===== config.mk =====
export PLATFORM = sky130hd
export DESIGN_NAME = pc_next_unit
export DESIGN_NICKNAME = d
export VERILOG_FILES = /design/src/rtl/pc_pkg.sv /design/src/rtl/pc_redirect_arb.sv /design/src/rtl/pc_next_unit.sv
export SDC_FILE = /design/constraint.sdc
export NUM_CORES = 1
export LEC_CHECK = 0
export CORE_MARGIN = 8
export CORE_UTILIZATION = 48
export DETAILED_ROUTE_END_ITERATION = 8
export GPL_TIMING_DRIVEN = 0
export PLACE_DENSITY = 0.88
export SYNTH_ARGS = -nofsm -noshare
export SYNTH_HDL_FRONTEND = slang
export SYNTH_SLANG_ARGS = --single-unit
export TNS_END_PERCENT = 30

===== constraint.sdc =====
create_clock -name clk -period 6.8 [get_ports clk]
set_input_delay 1.36 -clock clk [delete_from_list [all_inputs] [get_ports clk]]
set_output_delay 1.36 -clock clk [all_outputs]
set_load 0.05 [all_outputs]

===== src/rtl/pc_pkg.sv =====
// Shared types and constants for the next-PC unit: redirect priority codes,
// FSM state encoding, default vectors and the alignment helper.
package pc_pkg;

  localparam int          XLEN_DEF     = 32;
  localparam logic [31:0] RESET_PC_DEF = 32'h0000_3000;
  localparam logic [31:0] EXC_VEC_DEF  = 32'h0000_4180;

  typedef enum logic [2:0] {
    PRI_SEQ  = 3'd0,
    PRI_BR   = 3'd1,
    PRI_J    = 3'd2,
    PRI_JR   = 3'd3,
    PRI_ERET = 3'd4,
    PRI_EXC  = 3'd5
  } pri_e;

  typedef enum logic {
    ST_IDLE = 1'b0,
    ST_PEND = 1'b1
  } state_e;

  function automatic logic misaligned(input logic [1:0] lsb);
    return (lsb != 2'b00);
  endfunction

endpackage


===== src/rtl/pc_redirect_arb.sv =====
// Fixed-priority redirect arbiter: exc > eret > jr > j > br.
// valid_o is low when only sequential fetch applies.
module pc_redirect_arb
  import pc_pkg::*;
#(
  parameter int               XLEN    = XLEN_DEF,
  parameter logic [XLEN-1:0]  EXC_VEC = XLEN'(EXC_VEC_DEF)
) (
  input  logic            br_taken_i,
  input  logic [XLEN-1:0] br_target_i,
  input  logic            j_valid_i,
  input  logic [XLEN-1:0] j_target_i,
  input  logic            jr_valid_i,
  input  logic [XLEN-1:0] jr_target_i,
  input  logic            eret_valid_i,
  input  logic [XLEN-1:0] epc_i,
  input  logic            exc_valid_i,
  output logic            valid_o,
  output pri_e            pri_o,
  output logic [XLEN-1:0] target_o
);

  always_comb begin
    valid_o  = 1'b1;
    pri_o    = PRI_SEQ;
    target_o = '0;
    if (exc_valid_i) begin
      pri_o    = PRI_EXC;
      target_o = EXC_VEC;
    end else if (eret_valid_i) begin
      pri_o    = PRI_ERET;
      target_o = epc_i;
    end else if (jr_valid_i) begin
      pri_o    = PRI_JR;
      target_o = jr_target_i;
    end else if (j_valid_i) begin
      pri_o    = PRI_J;
      target_o = j_target_i;
    end else if (br_taken_i) begin
      pri_o    = PRI_BR;
      target_o = br_target_i;
    end else begin
      valid_o  = 1'b0;
    end
  end

endmodule


===== src/rtl/pc_next_unit.sv =====
// PC register and next-PC selection with stall-deferred redirects,
// exception override and target alignment trapping.
module pc_next_unit
  import pc_pkg::*;
#(
  parameter int              XLEN      = XLEN_DEF,
  parameter logic [XLEN-1:0] RESET_PC  = XLEN'(RESET_PC_DEF),
  parameter logic [XLEN-1:0] EXC_VEC   = XLEN'(EXC_VEC_DEF),
  parameter bit              ALIGN_CHK = 1'b1
) (
  input  logic            clk,
  input  logic            reset,
  input  logic            stall,
  input  logic            br_taken,
  input  logic [XLEN-1:0] br_target,
  input  logic            j_valid,
  input  logic [XLEN-1:0] j_target,
  input  logic            jr_valid,
  input  logic [XLEN-1:0] jr_target,
  input  logic            eret_valid,
  input  logic [XLEN-1:0] epc,
  input  logic            exc_valid,
  output logic [XLEN-1:0] pc,
  output logic [XLEN-1:0] npc,
  output logic            redirect,
  output logic            pend_valid,
  output logic            adr_err,
  output logic [XLEN-1:0] bad_addr
);

  logic            arb_valid;
  pri_e            arb_pri;
  logic [XLEN-1:0] arb_tgt;

  state_e          state_q, state_d;
  pri_e            pend_pri_q, pend_pri_d;
  logic [XLEN-1:0] pend_tgt_q, pend_tgt_d;
  logic [XLEN-1:0] pc_q, pc_d;
  logic [XLEN-1:0] bad_addr_q, bad_addr_d;
  logic            redirect_q, redirect_d;
  logic            adr_err_q, adr_err_d;

  logic            exc_now;
  logic            take_new;
  logic            load_redir;
  logic            tgt_bad;
  logic [XLEN-1:0] redir_tgt;

  pc_redirect_arb #(
    .XLEN    (XLEN),
    .EXC_VEC (EXC_VEC)
  ) u_arb (
    .br_taken_i   (br_taken),
    .br_target_i  (br_target),
    .j_valid_i    (j_valid),
    .j_target_i   (j_target),
    .jr_valid_i   (jr_valid),
    .jr_target_i  (jr_target),
    .eret_valid_i (eret_valid),
    .epc_i        (epc),
    .exc_valid_i  (exc_valid),
    .valid_o      (arb_valid),
    .pri_o        (arb_pri),
    .target_o     (arb_tgt)
  );

  // A same-cycle request wins over a held entry when its priority is equal or higher.
  always_comb begin
    exc_now    = arb_valid && (arb_pri == PRI_EXC);
    take_new   = arb_valid && ((state_q == ST_IDLE) || (arb_pri >= pend_pri_q));
    load_redir = !stall && (take_new || (state_q == ST_PEND));
    redir_tgt  = take_new ? arb_tgt : pend_tgt_q;
    tgt_bad    = ALIGN_CHK && misaligned(redir_tgt[1:0]);
  end

  always_ff @(posedge clk or negedge reset) begin
    if (!reset) begin
      state_q    <= ST_IDLE;
      pend_pri_q <= PRI_SEQ;
      pend_tgt_q <= '0;
      pc_q       <= RESET_PC;
      redirect_q <= 1'b0;
      adr_err_q  <= 1'b0;
      bad_addr_q <= '0;
    end else begin
      state_q    <= state_d;
      pend_pri_q <= pend_pri_d;
      pend_tgt_q <= pend_tgt_d;
      pc_q       <= pc_d;
      redirect_q <= redirect_d;
      adr_err_q  <= adr_err_d;
      bad_addr_q <= bad_addr_d;
    end
  end

  always_comb begin
    state_d    = state_q;
    pend_pri_d = pend_pri_q;
    pend_tgt_d = pend_tgt_q;
    if (exc_now || !stall) begin
      state_d    = ST_IDLE;
      pend_pri_d = PRI_SEQ;
      pend_tgt_d = '0;
    end else if (take_new) begin
      state_d    = ST_PEND;
      pend_pri_d = arb_pri;
      pend_tgt_d = arb_tgt;
    end else begin
      state_d    = state_q;
    end
  end

  // Exception entry is never alignment-checked and ignores stall.
  always_comb begin
    pc_d       = pc_q;
    redirect_d = 1'b0;
    adr_err_d  = 1'b0;
    bad_addr_d = bad_addr_q;
    if (exc_now) begin
      pc_d       = EXC_VEC;
      redirect_d = 1'b1;
    end else if (load_redir) begin
      redirect_d = 1'b1;
      if (tgt_bad) begin
        pc_d       = EXC_VEC;
        adr_err_d  = 1'b1;
        bad_addr_d = redir_tgt;
      end else begin
        pc_d       = redir_tgt;
      end
    end else if (!stall) begin
      pc_d = pc_q + XLEN'(4);
    end else begin
      pc_d = pc_q;
    end
  end

  assign pc         = pc_q;
  assign npc        = pc_d;
  assign redirect   = redirect_q;
  assign pend_valid = (state_q == ST_PEND);
  assign adr_err    = adr_err_q;
  assign bad_addr   = bad_addr_q;

endmodule


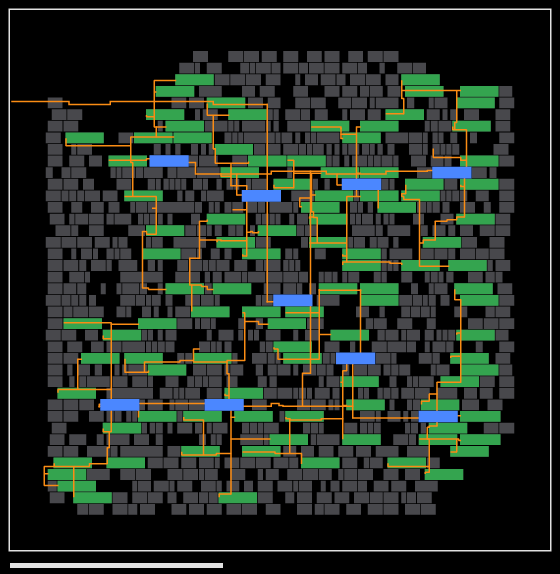
(images/clk_routes.png)
The bar under the picture is 50 µm long.
[blue] clock drivers | count: 9
[orange] clock wires | length: 1310 µm
[green] flip-flops | count: 102
routed clock nets: 10
flops lie: widely spread

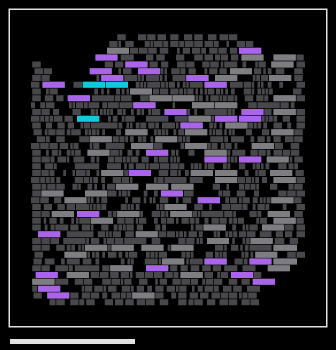
(images/flops_by_reg.png)
The bar under the picture is 50 µm long. Other sequential cells in the stronger gray, the rest of the logic in the fainter gray.
| color | signal | sequential cells |
|---|---|---|
| cyan | pend_pri_q | 3 |
| purple | bad_addr | 32 |
not colored: 67

==> qor.yml <==
setup_path:
  path_class: "primary input to output port"
  max_stage_delay_ns: 0.49
  crit_chain: "clkdlybuf4s50_1 -> clkbuf_2 -> buf_2 -> or2_2 -> nor2_1 -> ha_1 -> and2_1 -> a221oi_2 -> nor2_2 -> buf_6 -> and3_1 -> buf_6 -> buf_2 -> a22oi_1 -> o21ai_1 -> dlygate4sd2_1"
  cp_top_family: "buffers and inverters"
  rr_worst_depth: 11
  crit_arrival_ns: 5.35
  crit_slowest_cell: "clkdlybuf4s50_1"
  r2r_end: "pc[28]$_DFF_PN0_"
  critPathMaxFanout: 10
  critPathLaunchType: "primary input"
  r2r_setup_slack_ns: 4.07
  r2r_start: "pend_pri_q[2]$_DFFE_PN0P_"
  cp.required_ns: 5.44
  path_buffers: 7
  endpoint_kind: "output port"
clock_tree:
  cts.reportedPaths.clkPinSlew_ns: 0.07
  cts.htree.levels: 3
  cts_tree: "yes"
  hold_buffers: 0
  cts_root_buffer: "clkbuf_16"
  cts_buffers: 9
  clock_sinks: 102
  clockBufferDepth: 2
  clock_latency_ns: 0.35
synth:
  synth_area_per_cell_um2: 9.20
  ys.flop_type: "dfrtp_1"
  ys_top_logic_family: "AND-OR/OR-AND gates"
  ys_sh_mux: 0.0737
  synth-edff-count: 0
  syn-cell-area_um2: 5860
  area_leaders: "dfrtp_1 43%, nand2_1 6.2%, mux2_4 6.1%"
  yosys.area_share.aoi: 0.213
  synth.largest_area_cell: "dfrtp_1"
  ys_cells: 637
  adder_share: 0.00854
  ys_seq_share: 0.436
  async_reset_ff_frac: 1.00
  top_area_frac: 0.427
  simple_gate_area_frac: 0.171
  ys_types: 54
  ys_ff: 102
  synth_nets: 777
  synthTopCellsByCount: "100 x dfrtp_1, 97 x nand2_1, 65 x nor2_1"
  postSynthCellCount: 637
  yosysWarningCount: 0
  ys_area_um2: 5860
  xor_area_frac: 0.0404
  synthMostInstantiatedCell: "dfrtp_1"
detailed_routing:
  dr.pass1.iters: 6
  vias_per_cell: 5.98
  wirelength_um: 22800
  vias: 6163
  initialDrtViolationCount: 652
  antenna_left: 0
  wl_per_cell_um: 22.1
  drc: 0
sta:
  fin_crit_sh: 0.986
  min_period_ns: 6.71
  slew_viol_final: 0
  worst_slew_pin_slew_ns: 0.666
  slew_headroom: 0.556
  fin_hold_ws_ns: 0.513
  setup_violations: 0
  fin_skew_ns: 0.00637
  rsz0062_at_grt: "no"
  fmaxAchievable_mhz: 149
  final_hold_viol_count: 0
floorplanning:
  dieWidth_um: 126
  num_rows: 40
  fp.dieH_um: 126
  core_um2: 12000
  io_pins: 235
  chipArea_um2: 16000
  initial_utilization: 0.490
pwr:
  vdd_drop_max_mv: 0.190
  p_leak_uw: 0.00367
  powerDensity_nw_per_um2: 235
run_status:
  status: "complete, no violations"
min_path:
  whs_path_depth: 1
  min_to: "bad_addr[5]$_DFFE_PN0P_"
  worstHoldPathType: "register to register"
  min_from: "bad_addr[5]$_DFFE_PN0P_"
run:
  warning_count: 26
  maxCapViolations: 0
global_route:
  met2_usage: 0.458
  grt_pass1_wl_um: 34800
  grt_max_degree: 65
  grt_pass1_vias: 6216
  grt.busiest_layer: "met2"
  grt_overflow: 0
  antenna_found_initial: 1
cells_and_area:
  nets: 1019
  drive_gt1_frac: 0.103
  instances_no_fill: 1031
  diodes: 0
  num-fill-cells: 867
  synthToLayoutAreaGrowth_pct: 47.9
place:
  numPortBuffers: 232
  place.gp.congestion: 0.898
  hpwl_um: 17500
  post-place-cells: 1017
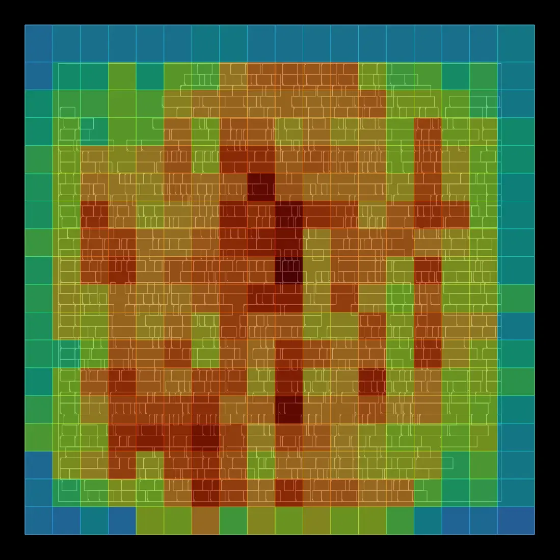
(images/congestion.png)
GRT Util Overall: 0.280
met1 Track Usage GR: 0.349
Final Util: 0.725
met3 GRT Util: 0.0926

-- power breakdown --
group,internal [µW],switching (µW)
Combinational,292,452
Sequential,679,51.0
Clock,331,236
-- worst reg2reg max path, cell delays in order, from the launching register on --
cell and delay [ns]:
dfrtp_1 0.35, inv_1 0.05, ha_1 0.31, and2_1 0.18, a221oi_2 0.36, nor2_2 0.15, buf_6 0.18, and3_1 0.19
buf_6 0.14, buf_2 0.21, a22oi_1 0.33, o21ai_1 0.16
-- logic make-up (layout without fill, tap and decap cells) --
family                   count (synthesis)  in the layout
AND-OR/OR-AND                          179            179
buffers and inverters                   72            319
multiplexers                            31             31
XOR/XNOR                                27             27
AND/OR/NAND/NOR                        222            222
adder cells (fa/ha/maj)                  4              4
flip-flops                             102            102
-- area by class of cell --
type                    instances  area (µm²)  share of cell area
clock inverters                 6        85.1             0.00982
repair buffers                233        2290               0.264
well taps                     147         184              0.0212
plain buffers                  47         250              0.0289
clock buffers                  10         239              0.0276
multi-input cells             463        2980               0.344
inverters                      23        86.3             0.00996
flip-flops and latches        102        2550               0.295
-- worst max path at each step --
stage / end / slack [ns] / from / cells past startpoint
2_1_floorplan: npc[7] / 0.66 / br_taken / 15
3_3_place_gp: npc[20] / -0.93 / br_taken / 16
3_5_place_dp: npc[20] / -0.93 / br_taken / 16
4_1_cts: npc[28] / 0.05 / eret_valid / 16
5_1_grt: npc[3] / 0.003 / eret_valid / 14
6_report: npc[26] / 0.09 / eret_valid / 16
-- through the flow --
step           cell area (µm²)  power, µW  setup WS [ns]  utilization  setup TNS, ns
3_3_place_gp              8370       1470         -0.930        0.699         -21.87
6_report                  8670       2040         0.0923        0.725              0
4_1_cts                   8700       2040         0.0542        0.727              0
5_1_grt                   8670       2110        0.00347        0.725              0
2_1_floorplan             5860       1170          0.662            -              0
3_5_place_dp              8390       1490         -0.934        0.702         -21.99
-- per-layer routing --
metal | vias up | share of wire
met5 | - | 0.00057
met4 | 2 | 0.017
met3 | 31 | 0.11
met2 | 368 | 0.48
met1 | 2991 | 0.40
li1 | 2771 | -
-- timing repair --
action                                  in CTS  in global routing
setup buffers                                0                  0
endpoints found under the setup margin      30                 30
pin swaps                                    0                  0
resized                                     35                 21
-- cells in the final DEF, fill, tap and decap left out, drive strengths merged, types with 5 or more instances in the layout --
master           n
a21oi           43
a221o           17
a221oi          30
a22oi           17
and2             5
buf             21
clkbuf          45
clkdlybuf4s50  204
dfrtp          100
dlygate4sd2     16
inv             23
mux2            25
mux2i            6
nand2           97
nand3           10
nand4            7
nor2            67
nor3            12
o21ai           33
o22ai           24
or2              5
xnor2           21
xor2             6
-- registers in the layout, summed over array words and instances (netlist names) --
signal / count
adr_err: 1
bad_addr: 32
pc: 32
pend_pri_q: 3
pend_tgt_q: 32
pend_valid: 1
redirect: 1
Power and IR drop assume default switching activity.
